[src/rtl/spi_pkg.sv]
// Shared types, defaults and helpers for the SPI slave receiver.
package spi_pkg;

    typedef enum logic {
        ST_IDLE   = 1'b0,
        ST_ACTIVE = 1'b1
    } spi_state_t;

    localparam int DEF_DATA_W      = 8;
    localparam int DEF_SYNC_STAGES = 2;

    function automatic logic sample_on_rise(input logic ckp, input logic cph);
        return (ckp == cph);
    endfunction

endpackage

[src/rtl/spi_sync.sv]
// Multi-flop synchroniser for one asynchronous SPI line, with edge strobes
// derived from the synchronised level and its one-cycle-delayed copy.
module spi_sync #(
    parameter int   STAGES    = 2,
    parameter logic RESET_VAL = 1'b0
) (
    input  logic CLK,
    input  logic RESET,
    input  logic din,
    output logic dout,
    output logic rise,
    output logic fall
);

    logic [STAGES-1:0] sync_reg;
    logic              prev_reg;

    always_ff @(posedge CLK or posedge RESET) begin
        if (RESET) begin
            sync_reg <= {STAGES{RESET_VAL}};
            prev_reg <= RESET_VAL;
        end else begin
            sync_reg <= {sync_reg[STAGES-2:0], din};
            prev_reg <= sync_reg[STAGES-1];
        end
    end

    assign dout = sync_reg[STAGES-1];
    assign rise = sync_reg[STAGES-1] & ~prev_reg;
    assign fall = ~sync_reg[STAGES-1] & prev_reg;

endmodule

[src/rtl/spi_receiver.sv]
// SPI slave: oversamples CS/SCK/MOSI in the CLK domain, deserialises MOSI into
// words and shifts a host-supplied word out on MISO.
module spi_receiver
    import spi_pkg::*;
#(
    parameter int DATA_W      = DEF_DATA_W,
    parameter int SYNC_STAGES = DEF_SYNC_STAGES
) (
    input  logic              CLK,
    input  logic              RESET,
    input  logic              CKP,
    input  logic              CPH,
    input  logic              CS,
    input  logic              SCK,
    input  logic              MOSI,
    output logic              MISO,
    input  logic [DATA_W-1:0] tx_data,
    input  logic              tx_load,
    output logic              tx_ready,
    output logic [DATA_W-1:0] rx_data,
    output logic              rx_valid,
    output logic              frame_err
);

    localparam int              CNT_W    = $clog2(DATA_W);
    localparam logic [CNT_W-1:0] LAST_BIT = CNT_W'(DATA_W - 1);

    logic sck_level_unused, sck_rise, sck_fall;
    logic cs_level_unused, cs_rise, cs_fall;
    logic mosi_s, mosi_rise_unused, mosi_fall_unused;

    spi_sync #(.STAGES(SYNC_STAGES), .RESET_VAL(1'b0)) u_sync_sck (
        .CLK(CLK), .RESET(RESET), .din(SCK),
        .dout(sck_level_unused), .rise(sck_rise), .fall(sck_fall)
    );

    spi_sync #(.STAGES(SYNC_STAGES), .RESET_VAL(1'b1)) u_sync_cs (
        .CLK(CLK), .RESET(RESET), .din(CS),
        .dout(cs_level_unused), .rise(cs_rise), .fall(cs_fall)
    );

    spi_sync #(.STAGES(SYNC_STAGES), .RESET_VAL(1'b0)) u_sync_mosi (
        .CLK(CLK), .RESET(RESET), .din(MOSI),
        .dout(mosi_s), .rise(mosi_rise_unused), .fall(mosi_fall_unused)
    );

    spi_state_t        state_reg;
    logic [CNT_W-1:0]  bit_cnt_reg;
    logic              skip_reg;
    logic [DATA_W-1:0] tx_shift_reg;
    logic [DATA_W-1:0] rx_shift_reg;
    logic [DATA_W-1:0] hold_reg;
    logic              tx_ready_reg;
    logic [DATA_W-1:0] rx_data_reg;
    logic              rx_valid_reg;
    logic              frame_err_reg;

    logic              sample_edge, shift_edge, active, word_done, load_shifter;
    logic [DATA_W-1:0] next_tx_word;
    logic [DATA_W-1:0] rx_word_next;

    always_comb begin
        sample_edge  = sample_on_rise(CKP, CPH) ? sck_rise : sck_fall;
        shift_edge   = sample_on_rise(CKP, CPH) ? sck_fall : sck_rise;
        active       = (state_reg == ST_ACTIVE);
        // CS rising wins over a coincident SCK edge, so it also blocks the word-end reload
        word_done    = active && !cs_rise && sample_edge && (bit_cnt_reg == LAST_BIT);
        load_shifter = (!active && cs_fall) || word_done;
        next_tx_word = tx_ready_reg ? '0 : hold_reg;
        rx_word_next = {rx_shift_reg[DATA_W-2:0], mosi_s};
    end

    // Holding register: a load into the shifter frees it, and a same-cycle
    // tx_load refills it immediately.
    always_ff @(posedge CLK or posedge RESET) begin
        if (RESET) begin
            hold_reg     <= '0;
            tx_ready_reg <= 1'b1;
        end else if (load_shifter) begin
            if (tx_load) begin
                hold_reg     <= tx_data;
                tx_ready_reg <= 1'b0;
            end else begin
                tx_ready_reg <= 1'b1;
            end
        end else if (tx_load && tx_ready_reg) begin
            hold_reg     <= tx_data;
            tx_ready_reg <= 1'b0;
        end
    end

    always_ff @(posedge CLK or posedge RESET) begin
        if (RESET) begin
            state_reg     <= ST_IDLE;
            bit_cnt_reg   <= '0;
            skip_reg      <= 1'b0;
            tx_shift_reg  <= '0;
            rx_shift_reg  <= '0;
            rx_data_reg   <= '0;
            rx_valid_reg  <= 1'b0;
            frame_err_reg <= 1'b0;
        end else begin
            rx_valid_reg  <= 1'b0;
            frame_err_reg <= 1'b0;
            case (state_reg)
                ST_IDLE: begin
                    if (cs_fall) begin
                        state_reg    <= ST_ACTIVE;
                        bit_cnt_reg  <= '0;
                        skip_reg     <= CPH;
                        tx_shift_reg <= next_tx_word;
                    end
                end
                ST_ACTIVE: begin
                    if (cs_rise) begin
                        state_reg     <= ST_IDLE;
                        frame_err_reg <= (bit_cnt_reg != '0);
                        bit_cnt_reg   <= '0;
                    end else if (sample_edge) begin
                        rx_shift_reg <= rx_word_next;
                        if (bit_cnt_reg == LAST_BIT) begin
                            rx_data_reg  <= rx_word_next;
                            rx_valid_reg <= 1'b1;
                            bit_cnt_reg  <= '0;
                            tx_shift_reg <= next_tx_word;
                            // the next shift edge would otherwise drop the new word's MSB
                            skip_reg     <= 1'b1;
                        end else begin
                            bit_cnt_reg <= bit_cnt_reg + CNT_W'(1);
                        end
                    end else if (shift_edge) begin
                        if (skip_reg) begin
                            skip_reg <= 1'b0;
                        end else begin
                            tx_shift_reg <= {tx_shift_reg[DATA_W-2:0], 1'b0};
                        end
                    end
                end
                default: state_reg <= ST_IDLE;
            endcase
        end
    end

    assign MISO      = active & tx_shift_reg[DATA_W-1];
    assign tx_ready  = tx_ready_reg;
    assign rx_data   = rx_data_reg;
    assign rx_valid  = rx_valid_reg;
    assign frame_err = frame_err_reg;

endmodule

[config.mk]
export PLATFORM = sky130hd
export DESIGN_NAME = spi_receiver
export DESIGN_NICKNAME = d
export VERILOG_FILES = /design/src/rtl/spi_pkg.sv /design/src/rtl/spi_sync.sv /design/src/rtl/spi_receiver.sv
export SDC_FILE = /design/constraint.sdc
export NUM_CORES = 1
export LEC_CHECK = 0
export CAP_MARGIN = 20
export CORE_UTILIZATION = 45
export DETAILED_ROUTE_END_ITERATION = 10
export MAX_ROUTING_LAYER = met4
export PLACE_DENSITY = 0.77
export SYNTH_ARGS = -nofsm -noshare
export SYNTH_HDL_FRONTEND = slang
export SYNTH_HIERARCHICAL = 1
export SYNTH_SLANG_ARGS = --single-unit
[constraint.sdc]
create_clock -name CLK -period 1.8 [get_ports CLK]
set_clock_uncertainty 0.1 [all_clocks]
set_input_delay 0.45 -clock CLK [delete_from_list [all_inputs] [get_ports CLK]]
set_output_delay 0.45 -clock CLK [all_outputs]
set_load 0.02 [all_outputs]
### Cells coloured by class

Drawn at 4 px/µm.
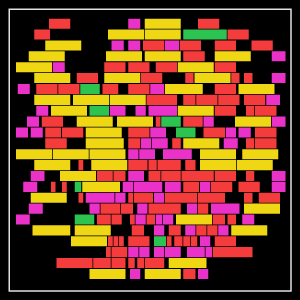
colour	class	cells
green	clock drivers and dummy loads	8
magenta	remaining buffers and delay cells	62
yellow	sequential cells	47
red	remaining logic cells	101
fraction of standard cell area that is sequential: 0.379
final core utilization: 0.706
Cell Rows: 24

### The metal 3 layer

Drawn at 6 px/µm.
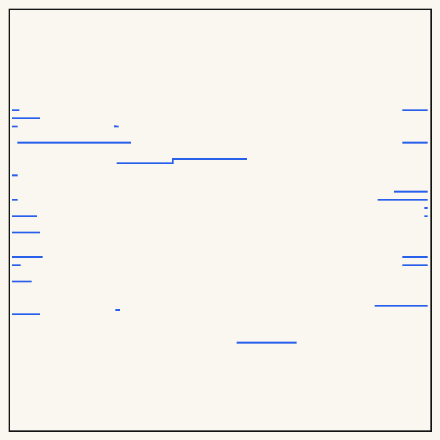
wire length on this layer	118 µm
nets with wire on the layer	22
routed wire length: 4.52 mm
met3 global-route usage: 0.0289
Vias: 1386

### Sequential cells coloured by netlist name

Drawn at 8 px/µm.
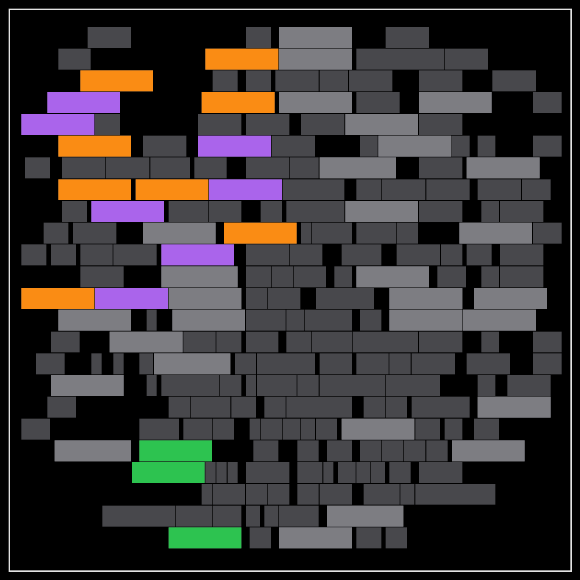
colour	name in the netlist	flops
purple	rx_shift_reg	7
green	bit_cnt_reg	3
orange	rx_data	8
not coloured	29
Seq. cell area: 0.00118 mm²
P_seq: 1.49 mW

==> run summary <==
Results of the flow run.

The report counts max-capacitance violations totalling 0. The post-synthesis instance area stands at 0.00208 mm². The worst endpoint required time stands at 1.88 ns. The share of post-route cells with drive strength above 1 stands at 0.514. The slew at the pin closest to its max-slew limit stands at 0.410 ns.

The count of synthesis-stage warnings from yosys stands at 6. The hold buffer count at CTS stands at 0. The via count normalized by instance count stands at 5.13. After layout, the worst setup slack is -0.158 ns.

After global routing, the most crowded layer is met2. STA lists the endpoint of the worst register-to-register path as hold_reg[0]. According to the CTS report, the clock sink count is 47.

The data arrival time of the worst path stands at 2.04 ns. Hold timing on the final database bottoms out at a slack of 0.252 ns. Per the finish-stage timing summary, setup violations number 29. For this run, the script counts the antenna cells in the layout as 0. The number of levels the H-tree was split into stands at 2. For reference, the final report shows the hold violation count at 0. Once detailed placement completed, the half-perimeter wirelength came to 2.74 mm. The met1 global-route usage stands at 0.231. The worst setup path is launched from a flip-flop. Per the summary, power density relative to cell area is 1090 mW/mm². The tool warning count stands at 30. The non-filler instance count after layout stands at 270.

The number of cells on the worst reg-to-reg path is 7. The layout net count stands at 236. Per the gpl log, the routability congestion estimate is 0.794. The path with the worst hold slack has its endpoint at u_sync_sck/sync_reg[1].

The clock transition at the registers of the reported paths stands at 0.09 ns. The number of antenna violations at the first check in global routing stands at 0. The instance count along the most critical hold path stands at 0.

The critical path is of the reg -> reg type. The synthesized instance count is 151. Port buffering added 27 buffers. The delay of the slowest cell on the worst path stands at 0.39 ns. The maximum achievable frequency stands at 0.511 GHz.

The count of final max-slew check failures stands at 0. The total of cells resized after clock tree synthesis stands at 69. The first global-routing pass estimated 7.26 mm of wire. The total placed instance area stands at 0.00264 mm². The core utilization at floorplan stands at 0.472. The detailed-route DRC error count stands at 0. After clock tree synthesis, the setup repair step added 11 buffers. Setup repair after global routing could not meet its margin everywhere. STA lists the startpoint of the worst hold path as u_sync_sck/sync_reg[0]. The post-route cell area stands at 0.00312 mm². The per-instance average area after synthesis stands at 13.8 µm².

In this run, the number of DRC markers left after iteration 0 of detailed routing was 63. The maximum number of pins on one net before global-route repair stands at 34. The final period demand of the worst path stands at 1.96 ns. For reference, the critical path cell chain is ha_2, ha_4, nand4b_1, mux2i_4, o31ai_4, buf_12, mux2_4. TritonCTS built the clock tree. In this run the worst path has a maximum fanout of 8. The chip width stands at 70.1 µm. The setup slack of the most critical reg-to-reg path stands at -0.16 ns. The relative max-transition margin stands at 0.726. Routing resource usage on met2 recorded by global route was 0.344. CTS placed an instance of sky130_fd_sc_hd__clkbuf_8 at the clock tree root. The script extracted a total leakage power of 1.53 nW. STA classifies the critical path endpoint as a flip-flop. The area taken by multi-input combinational cells is reported as 0.00113 mm². The final reports fail on negative setup slack.

The vertical die size stands at 70.1 µm. The final timing summary puts the cycle share of the worst path at 1.09. The via count of the first global-routing pass was 1584. The run finished, with violations left. The tightest min-delay check is of the reg -> reg type. The growth of design area from synthesis to finish stands at 49.5%. Setup total negative slack on the finished layout was measured at -2.30 ns. The instance count after placement with tap cells included stands at 246.

The remaining antenna violation count after routing stands at 0. The overall power consumption stands at 3.39 mW. For this design, the slowest cell found on the critical path is sky130_fd_sc_hd__dfrtp_1. The leftover overflow at the end of global routing stands at 0. Per the OpenROAD floorplan log, the area of the die is 0.00491 mm². The first-pass iteration count of the detailed router stands at 4. The number of top-level design ports stands at 28.

The post-synth net total stands at 170. The maximum vdd drop stands at 586 µV.
### Placed standard cells

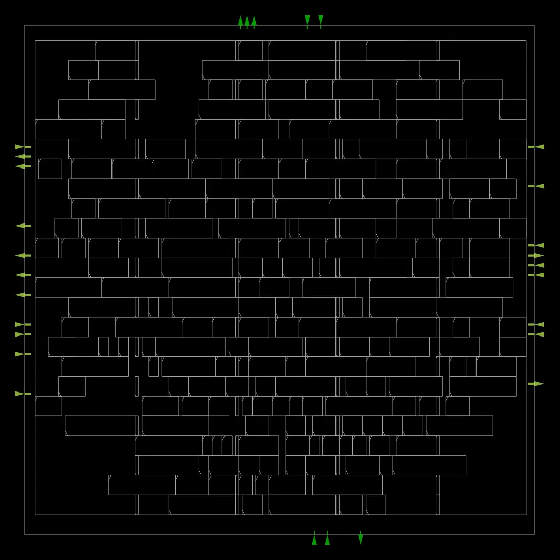
Taps Inserted: 52
core area: 0.00441 mm²
number of fill cells in the layout: 278

### Routed metal, one colour a layer

Drawn at 6 px/µm. Two of the layers only.
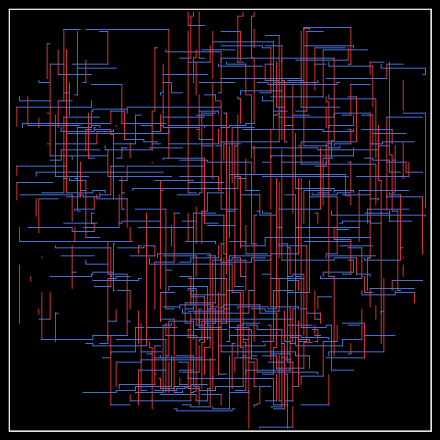
colour	layer	wire length
blue	M1	2060 µm
red	M2	2300 µm
routed len/inst: 16.7 µm
global-route usage over all layers: 0.194

==> worst max path at each step <==
stage	from	endpoint	cells past startpoint	slack (ns)
finish	bit_cnt_reg[0]	hold_reg[0]	7	-0.16
global route	bit_cnt_reg[0]	hold_reg[7]	7	-0.19
CTS	u_sync_sck/sync_reg[1]	tx_shift_reg[1]	5	-0.13
detailed placement	CPH	tx_shift_reg[1]	5	-0.79
global placement	CPH	tx_shift_reg[3]	5	-0.75
floorplan	CPH	tx_shift_reg[1]	4	-0.08
==> report_power, final <==
part	internal [mW]	total (mW)	switching, mW	leakage (nW)
Combinational	0.739	1.14	0.397	0.881
Sequential	1.32	1.49	0.170	0.586
Clock	0.413	0.757	0.343	0.0581
Total	2.48	3.39	0.910	1.53
==> cells in the final DEF, fill, tap and decap left out, drive strengths merged, types with 3 or more instances in the layout <==
| cell | count |
|---|---|
| a21oi | 4 |
| clkdlybuf4s50 | 13 |
| dfrtp | 43 |
| ha | 3 |
| nand3b | 5 |
| mux2 | 39 |
| dlygate4sd2 | 11 |
| buf | 36 |
| inv | 7 |
| nand2 | 3 |
| nor2 | 4 |
| mux2i | 5 |
| dfstp | 4 |
| clkbuf | 6 |
| nor2b | 13 |
==> worst max-delay path: cells and delay by family (launching register included) <==
family | cells | cell delay (ns)
and+or+nand+nor | 1 | 0.15
muxes | 2 | 0.42
buffers and inverters | 1 | 0.17
DFF | 1 | 0.39
adders and majority gates | 2 | 0.39
AOI/OAI and AO/OA | 1 | 0.22
==> routing by layer <==
metal	part of all wire	wire, µm
met2	0.51	2300
met5	0	0
met3	0.026	117
met4	0.0080	36
met1	0.46	2060
==> final cells by class <==
type,count,area share
inverters,7,0.00843
repair buffers,62,0.193
clock inverters,3,0.0141
multi-input cells,94,0.363
clock buffers,5,0.0221
well taps,52,0.0209
flip-flops and latches,47,0.379
Power is estimated from default activity; no workload was simulated.
